### config.mk
export PLATFORM = sky130hd
export DESIGN_NAME = lock_sequencer
export DESIGN_NICKNAME = d
export VERILOG_FILES = /design/src/rtl/lock_sequencer.sv
export SDC_FILE = /design/constraint.sdc
export NUM_CORES = 1
export LEC_CHECK = 0
export CAP_MARGIN = 20
export CORE_ASPECT_RATIO = 1.1
export CORE_MARGIN = 4
export CORE_UTILIZATION = 45
export CTS_BUF_LIST = sky130_fd_sc_hd__clkbuf_8 sky130_fd_sc_hd__clkbuf_16
export CTS_CLUSTER_SIZE = 8
export DETAILED_ROUTE_END_ITERATION = 10
export GPL_TIMING_DRIVEN = 0
export PLACE_DENSITY_LB_ADDON = 0.08
export SYNTH_ARGS = -nofsm -noshare
export SYNTH_HDL_FRONTEND = slang
export SYNTH_SLANG_ARGS = --single-unit
export TNS_END_PERCENT = 5
### constraint.sdc
create_clock -name clk -period 2.4 [get_ports clk]
set_input_delay 0.36 -clock clk [delete_from_list [all_inputs] [get_ports clk]]
set_output_delay 0.36 -clock clk [all_outputs]
set_load 0.03 [all_outputs]
### src/rtl/lock_sequencer.sv
// lock_sequencer: keypad access-control FSM holding the passcode, counting failures and timing the unlock window.
// Optional LOCKOUT_EN adds a timed LOCKOUT state once MAX_FAILS consecutive failures occur.
module lock_sequencer #(
  parameter logic [15:0] DEFAULT_CODE   = 16'h1234,
  parameter int          MAX_FAILS      = 3,
  parameter int          UNLOCK_CYCLES  = 1000,
  parameter int          LOCKOUT_CYCLES = 5000
) (
  input  logic        clk,
  input  logic        reset,
  input  logic [15:0] digits,
  input  logic        storage_full,
  input  logic        enter,
  input  logic        new_password,
  output logic        clear_entry,
  output logic        unlocked,
  output logic        alarm,
  output logic [3:0]  fail_count,
  output logic [2:0]  state_o
);
  localparam int TW = $clog2((UNLOCK_CYCLES > LOCKOUT_CYCLES ? UNLOCK_CYCLES : LOCKOUT_CYCLES) + 1);
  localparam logic [TW-1:0] T_OPEN = TW'(UNLOCK_CYCLES - 1);
`ifdef LOCKOUT_EN
  localparam logic [TW-1:0] T_LOCK = TW'(LOCKOUT_CYCLES - 1);
`endif
  localparam logic [3:0] MAXF = 4'(MAX_FAILS);

  typedef enum logic [2:0] {LOCKED = 3'd0, UNLOCKED = 3'd1, SET_NEW = 3'd2, LOCKOUT = 3'd3} state_t;

  state_t        state_q, state_d;
  logic [15:0]   code_q, code_d;
  logic [TW-1:0] timer_q, timer_d;
  logic [3:0]    fail_q, fail_d;
  logic          alarm_q, alarm_d;
  logic          clear_q, clear_d;

  always_ff @(posedge clk) begin
    if (reset) begin
      state_q <= LOCKED;
      code_q  <= DEFAULT_CODE;
      timer_q <= '0;
      fail_q  <= '0;
      alarm_q <= 1'b0;
      clear_q <= 1'b0;
    end else begin
      state_q <= state_d;
      code_q  <= code_d;
      timer_q <= timer_d;
      fail_q  <= fail_d;
      alarm_q <= alarm_d;
      clear_q <= clear_d;
    end
  end

  // The timer free-runs down to zero; only UNLOCKED/SET_NEW/LOCKOUT look at it.
  always_comb begin
    state_d = state_q;
    code_d  = code_q;
    timer_d = (timer_q == '0) ? '0 : timer_q - TW'(1);
    fail_d  = fail_q;
    alarm_d = alarm_q;
    clear_d = 1'b0;
    case (state_q)
      LOCKED: if (enter) begin
        clear_d = 1'b1;
        if (storage_full && digits == code_q) begin
          state_d = UNLOCKED;
          fail_d  = '0;
          alarm_d = 1'b0;
          timer_d = T_OPEN;
        end else begin
          fail_d  = (fail_q >= MAXF) ? MAXF : fail_q + 4'd1;
          alarm_d = alarm_q | (fail_d == MAXF);
`ifdef LOCKOUT_EN
          if (fail_d == MAXF) begin
            state_d = LOCKOUT;
            timer_d = T_LOCK;
          end
`endif
        end
      end
      UNLOCKED: begin
        clear_d = enter | new_password;
        if (enter) state_d = LOCKED;
        else if (new_password) begin
          state_d = SET_NEW;
          timer_d = T_OPEN;
        end else if (timer_q == '0) state_d = LOCKED;
      end
      SET_NEW: begin
        clear_d = enter | new_password;
        if (enter && storage_full) begin
          code_d  = digits;
          state_d = LOCKED;
        end else if (timer_q == '0) state_d = LOCKED;
        else if (!enter && new_password) state_d = UNLOCKED;
      end
`ifdef LOCKOUT_EN
      LOCKOUT: if (timer_q == '0) begin
        state_d = LOCKED;
        fail_d  = '0;
        alarm_d = 1'b0;
      end
`endif
      default: state_d = LOCKED;
    endcase
  end

  always_comb begin
    state_o     = state_q;
    unlocked    = (state_q == UNLOCKED) || (state_q == SET_NEW);
    alarm       = alarm_q;
    fail_count  = fail_q;
    clear_entry = clear_q;
  end
endmodule

Fig. 1: run 1, clock distribution
Bar = 20 um.
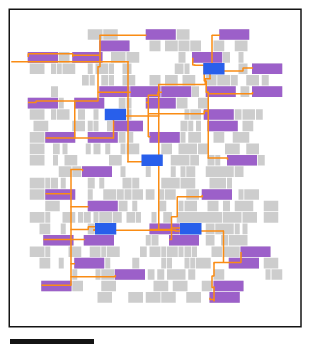
Key: blue = clock-net drivers [count 5]; orange = clock wires [length 483 um]; purple = flip-flops [count 37]
Position of the flops: spread over the die.

Fig. 2: run 1, clock wiring as the flow saved it
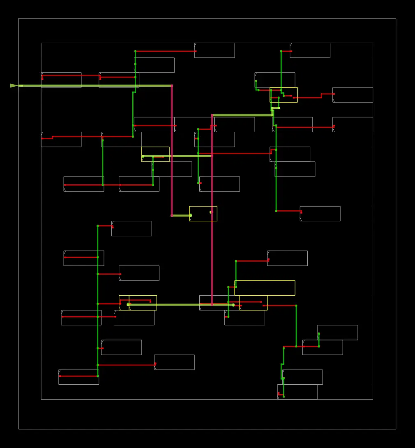
# clk buffers: 5
CTS buffer count: 5
Late-Pin Clk Latency: 0.29 ns

Fig. 3: run 1, M3 wires
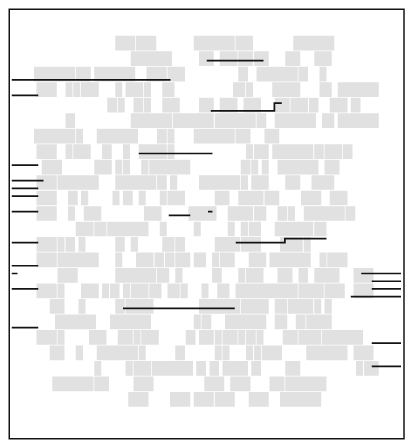
The layer carries 183 um of wire. The layer holds 4.7% of the routed length.

Fig. 4: run 1, close-up of the layout
Window x 15 to 55, y 18 to 58 um. Cells in grey, sequential cells in the stronger grey; small squares are vias.
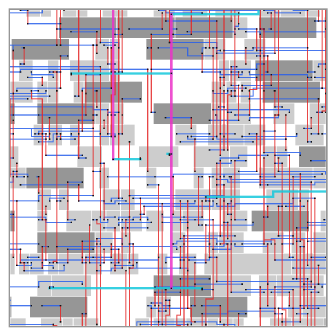
Key: magenta = M4; cyan = M3; blue = M1; red = M2
Sequential cells in the window: 17. Netlist names of flops here include code_q (7), timer_q (7), fail_count (2). Most frequent: nand2_1 (17), dfxtp_1 (17). 112 logic cells have their middle in the window.

==> metrics.csv, run 1 <==
metric,value,unit
aoi share,12.2,%
Worst Hold Depth,2,
Synth Area per Inst,8.43,um2
Combinational Area,0.00105,mm2
Max Clk Rate,436,MHz
routability cong.,0.814,
Critical Path Start,timer_q[1],
Sequential Power Share,41.4,%
Commonest Layout Cell,nand2_1,
xor/xnor share,12.3,%
hold crit path type,reg2reg,
Dominant comb cell,simple AND/OR/NAND/NOR gates,
dpl cell area,0.00219,mm2
yosys cell count,219,
met3 Track Usage GR,4.41,%
Basic Gates by Area,25.4,%
fin crit share,95.6,%
# port buffers,28,
"Slowest-stage cell, CP",or4b_2,
Reg2Reg Setup Slack,0.11,ns
critical path depth in cells,7,
flip-flops,37,
CP Max Fanout,3,
Filler cells,380,
area grow syn2layout,25.5,%
status,"finished, final reports clean",
clock net sink count,37,
Die Width,69.1,um
sum of negative setup slack,0,ns
Initial DRC Count,91,
layout cells sized above 1,7.48,%
WP buf/inv,1,
"Hold Violations, Final",0,
slew margin rel.,60.9,%
"EDFF count, synth",0,
post-CTS setup buffer count,0,
root cell of the clock tree,clkbuf_8,
met2 GRT Util,27.6,%
top area contributor share,40.1,%
Top pwr grp,sequential cells,
H-tree levels,2,
Fig. 5: run 1, wiring heat map
Bar = 20 um. 14 x 15 tiles, from white (low) to dark blue (high), scaled to the fullest tile. Values are wire area over tile area, all layers added.
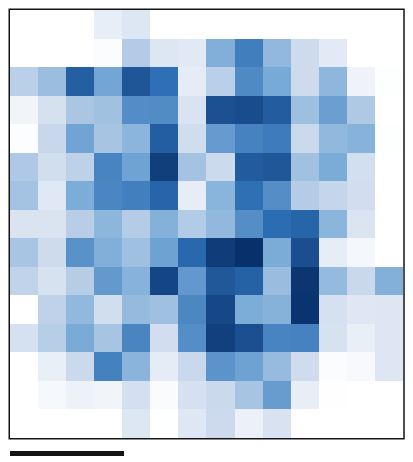

==> run 2: changes to the inputs <==
- CAP_MARGIN: 20 -> 25
- CTS_CLUSTER_SIZE: 8 -> not set
- SKIP_LAST_GASP: not set -> 1
Fig. 6: run 2, wiring heat map
Bar = 20 um. 14 x 15 tiles, from white (low) to dark blue (high), scaled to the fullest tile. Values are wire area over tile area, all layers added.
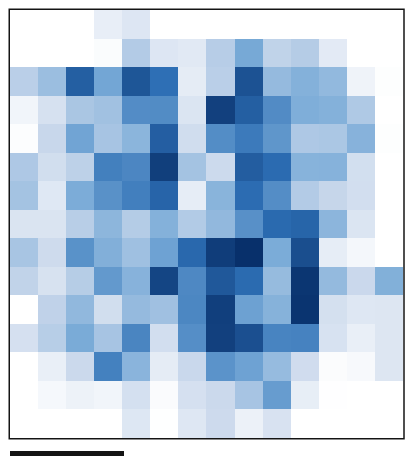
26% of the tiles are over half the peak. The fullest tile reaches 0.35. The mean over all tiles is 0.12. The densest ninth of the die: middle. 20% of the tiles are nearly empty.

==> run 2 against run 1 <==
Compared with the run above:
- fmax is 0.64% lower
- highest routed layer unchanged
- cell area stayed put
- final cell count stayed put
- sequential power hardly changed
- total power hardly changed
- routed wire length hardly changed
- hold slack hardly changed
- synthesized cell count stayed put
- first-iteration DRC count stayed put
- register-to-register slack hardly changed
- sequential share of layout area stayed put
- setup slack worse by 0.015 ns
==> metrics.csv, run 2 <==
metric,value,unit,change
root cell of the clock tree,clkbuf_8,,
min Tclk post-route,2.31,ns,
"Hold Violations, Final",0,,unchanged
layout cells sized above 1,7.09,%,-0.39 points
flip-flops,37,,unchanged
Post-CTS Resized,0,,
Die Width,69.1,um,unchanged
Worst Hold Depth,2,,unchanged
slew margin rel.,60.8,%,-0.11 points
CP Max Fanout,3,,unchanged
PnR worst setup slack,0.0913,ns,
met3 wire len,178,um,
# clk buffers,5,,unchanged
"Slowest-stage cell, CP",or4b_2,,
top area contributor share,40.1,%,unchanged
yosys cell count,219,,unchanged
Basic Gates by Area,25.4,%,unchanged
met2 GRT Util,27.6,%,unchanged
Register Area,741,um2,
Initial DRC Count,91,,unchanged
chip area in the Yosys report,0.00185,mm2,
"EDFF count, synth",0,,unchanged
Synth Area per Inst,8.43,um2,unchanged
Late-Pin Clk Latency,0.29,ns,about the same
met3 Track Usage GR,4.41,%,unchanged
clock net sink count,37,,unchanged
fin crit share,96.2,%,+0.62 points
sum of negative setup slack,0,ns,unchanged
post-DR wirelength/cell,12.8,um,
"Reg clk slew, reported paths",0.07,ns,
dpl cell area,0.00219,mm2,unchanged
area grow syn2layout,25.5,%,unchanged
CTS buffer count,5,,unchanged
Filler cells,380,,unchanged
Non-clk bufs,40,,
routability cong.,0.814,,unchanged
Top pwr grp,sequential cells,,
Clk power,0.517,mW,
# port buffers,28,,unchanged
H-tree levels,2,,unchanged
status,"finished, final reports clean",,
Tot GR Track Use,16.3,%,
Sequential Power Share,41.4,%,about the same
hold crit path type,reg2reg,,
xor/xnor share,12.3,%,unchanged
WP buf/inv,1,,unchanged
Critical Path Start,timer_q[0],,
Combinational Area,0.00105,mm2,unchanged
max-cap viol count,0,,
Seq. pwr,0.765,mW,
Max Clk Rate,433,MHz,-0.64%
Dominant comb cell,simple AND/OR/NAND/NOR gates,,
Post-Route M1 WL,1830,um,
critical path depth in cells,7,,unchanged
Reg2Reg Setup Slack,0.09,ns,about the same
Residual DRC,0,,
Fig. 7: run 2, M3 wires
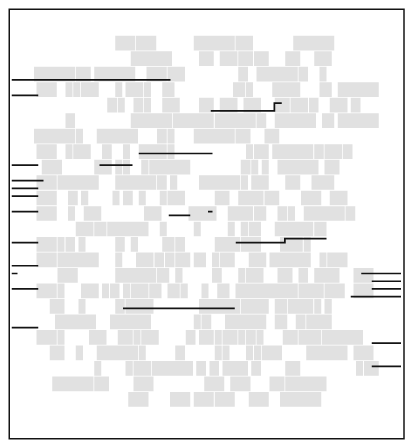

==> run 3: changes to the inputs <==
- CELL_PAD_IN_SITES_DETAIL_PLACEMENT: not set -> 2
- CELL_PAD_IN_SITES_GLOBAL_PLACEMENT: not set -> 2
- CORE_MARGIN: 4 -> not set
- CORE_UTILIZATION: 45 -> 31
Fig. 8: run 3, M3 wires
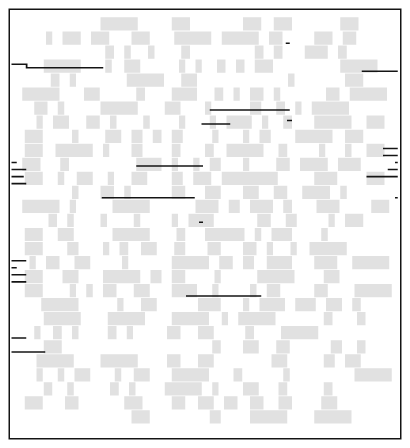
The layer holds 2.6% of the routed length. The wires run mostly horizontal. The longest straight run is 17.7 um. 21 nets have wire on it. The layer carries 129 um of wire.

==> run 3 against run 2 <==
Compared with the run above:
- clock-buffer cell count is 1 higher
- non-clock buffer count stayed put
- synthesized cell count stayed put
- sequential power is 1% higher
- sequential cell count stayed put
- clock skew is 0.0011 ns higher
- setup slack better by 0.029 ns
- critical path depth stayed put
- fmax is 1.3% higher
- core utilization is 17 points lower
- die size is 21% higher
- register-to-register slack better by 0.03 ns
==> metrics.csv, run 3 <==
metric,value,unit,change
met3 wire len,128,um,-28%
PnR worst setup slack,0.121,ns,+0.0295 ns
# clk buffers,6,,+1
# port buffers,28,,unchanged
H-tree levels,2,,unchanged
slew margin rel.,61.2,%,+0.36 points
"EDFF count, synth",0,,unchanged
largest net degree at the start of global routing,12,,
Combinational Area,0.00106,mm2,+0.36%
met2 GRT Util,30.2,%,+2.5 points
Synth Area per Inst,8.43,um2,unchanged
Post-CTS Resized,2,,+2
Seq. pwr,0.776,mW,+1%
yosys cell count,219,,unchanged
chip area in the Yosys report,0.00185,mm2,unchanged
Non-clk bufs,40,,unchanged
max-cap viol count,0,,unchanged
I/O pins,31,,
xor/xnor share,12.3,%,unchanged
Die Width,75.6,um,+9.4%
Reg2Reg Setup Slack,0.12,ns,+0.03 ns
first-pass GRT wire length,8570,um,
routability cong.,0.711,,-13%
Dominant comb cell,simple AND/OR/NAND/NOR gates,,
Sequential Power Share,40.0,%,-1.4 points
Max Clk Rate,439,MHz,+1.3%
met3 Track Usage GR,4.25,%,-0.16 points
critical path depth in cells,7,,unchanged
Max Root-Sink Buffers,2,,
Clk power,0.564,mW,+9.1%
Worst Hold Depth,2,,unchanged
Synth async-reset ratio,0,%,
"Reg clk slew, reported paths",0.08,ns,about the same
Residual DRC,0,,unchanged
area grow syn2layout,28.1,%,
"Slowest-stage cell, CP",or4_4,,
CP endpoint,state_o[0],,
startpoint types,register,,
WHS Endpoint,code_q[11],,
post-DR wirelength/cell,14.9,um,+17%
Top pwr grp,sequential cells,,
switch share,31.1,%,
Tot GR Track Use,18.0,%,+1.7 points
status,"finished, final reports clean",,
hold crit path type,reg2reg,,
sum of negative setup slack,0,ns,unchanged
Commonest cells post-synth,"42 x nand2_1, 37 x dfxtp_1, 24 x xnor2_1",,
CTS buffer count,5,,unchanged
Filler cells,675,,+78%
Post-Route M1 WL,2260,um,+24%
WP buf/inv,1,,unchanged
flip-flops,37,,unchanged
Late-Pin Clk Latency,0.29,ns,about the same
Largest Register,code_q,,
Initial DRC Count,39,,-57%
Register Area,742,um2,+0.17%
clock net sink count,37,,unchanged
top area contributor share,40.1,%,unchanged
Flops after synth,37,,
fin crit share,95.0,%,-1.2 points
"Hold Violations, Final",0,,unchanged
Basic Gates by Area,25.4,%,unchanged
CP Max Fanout,3,,unchanged
dpl cell area,0.00222,mm2,+1.4%
pre-CTS WS,-0.181,ns,
root cell of the clock tree,clkbuf_8,,
min Tclk post-route,2.28,ns,-0.0295 ns
layout cells sized above 1,9.02,%,+1.9 points
Critical Path Start,timer_q[0],,
Power figures rest on the tool's default switching activity, not on a simulated workload.
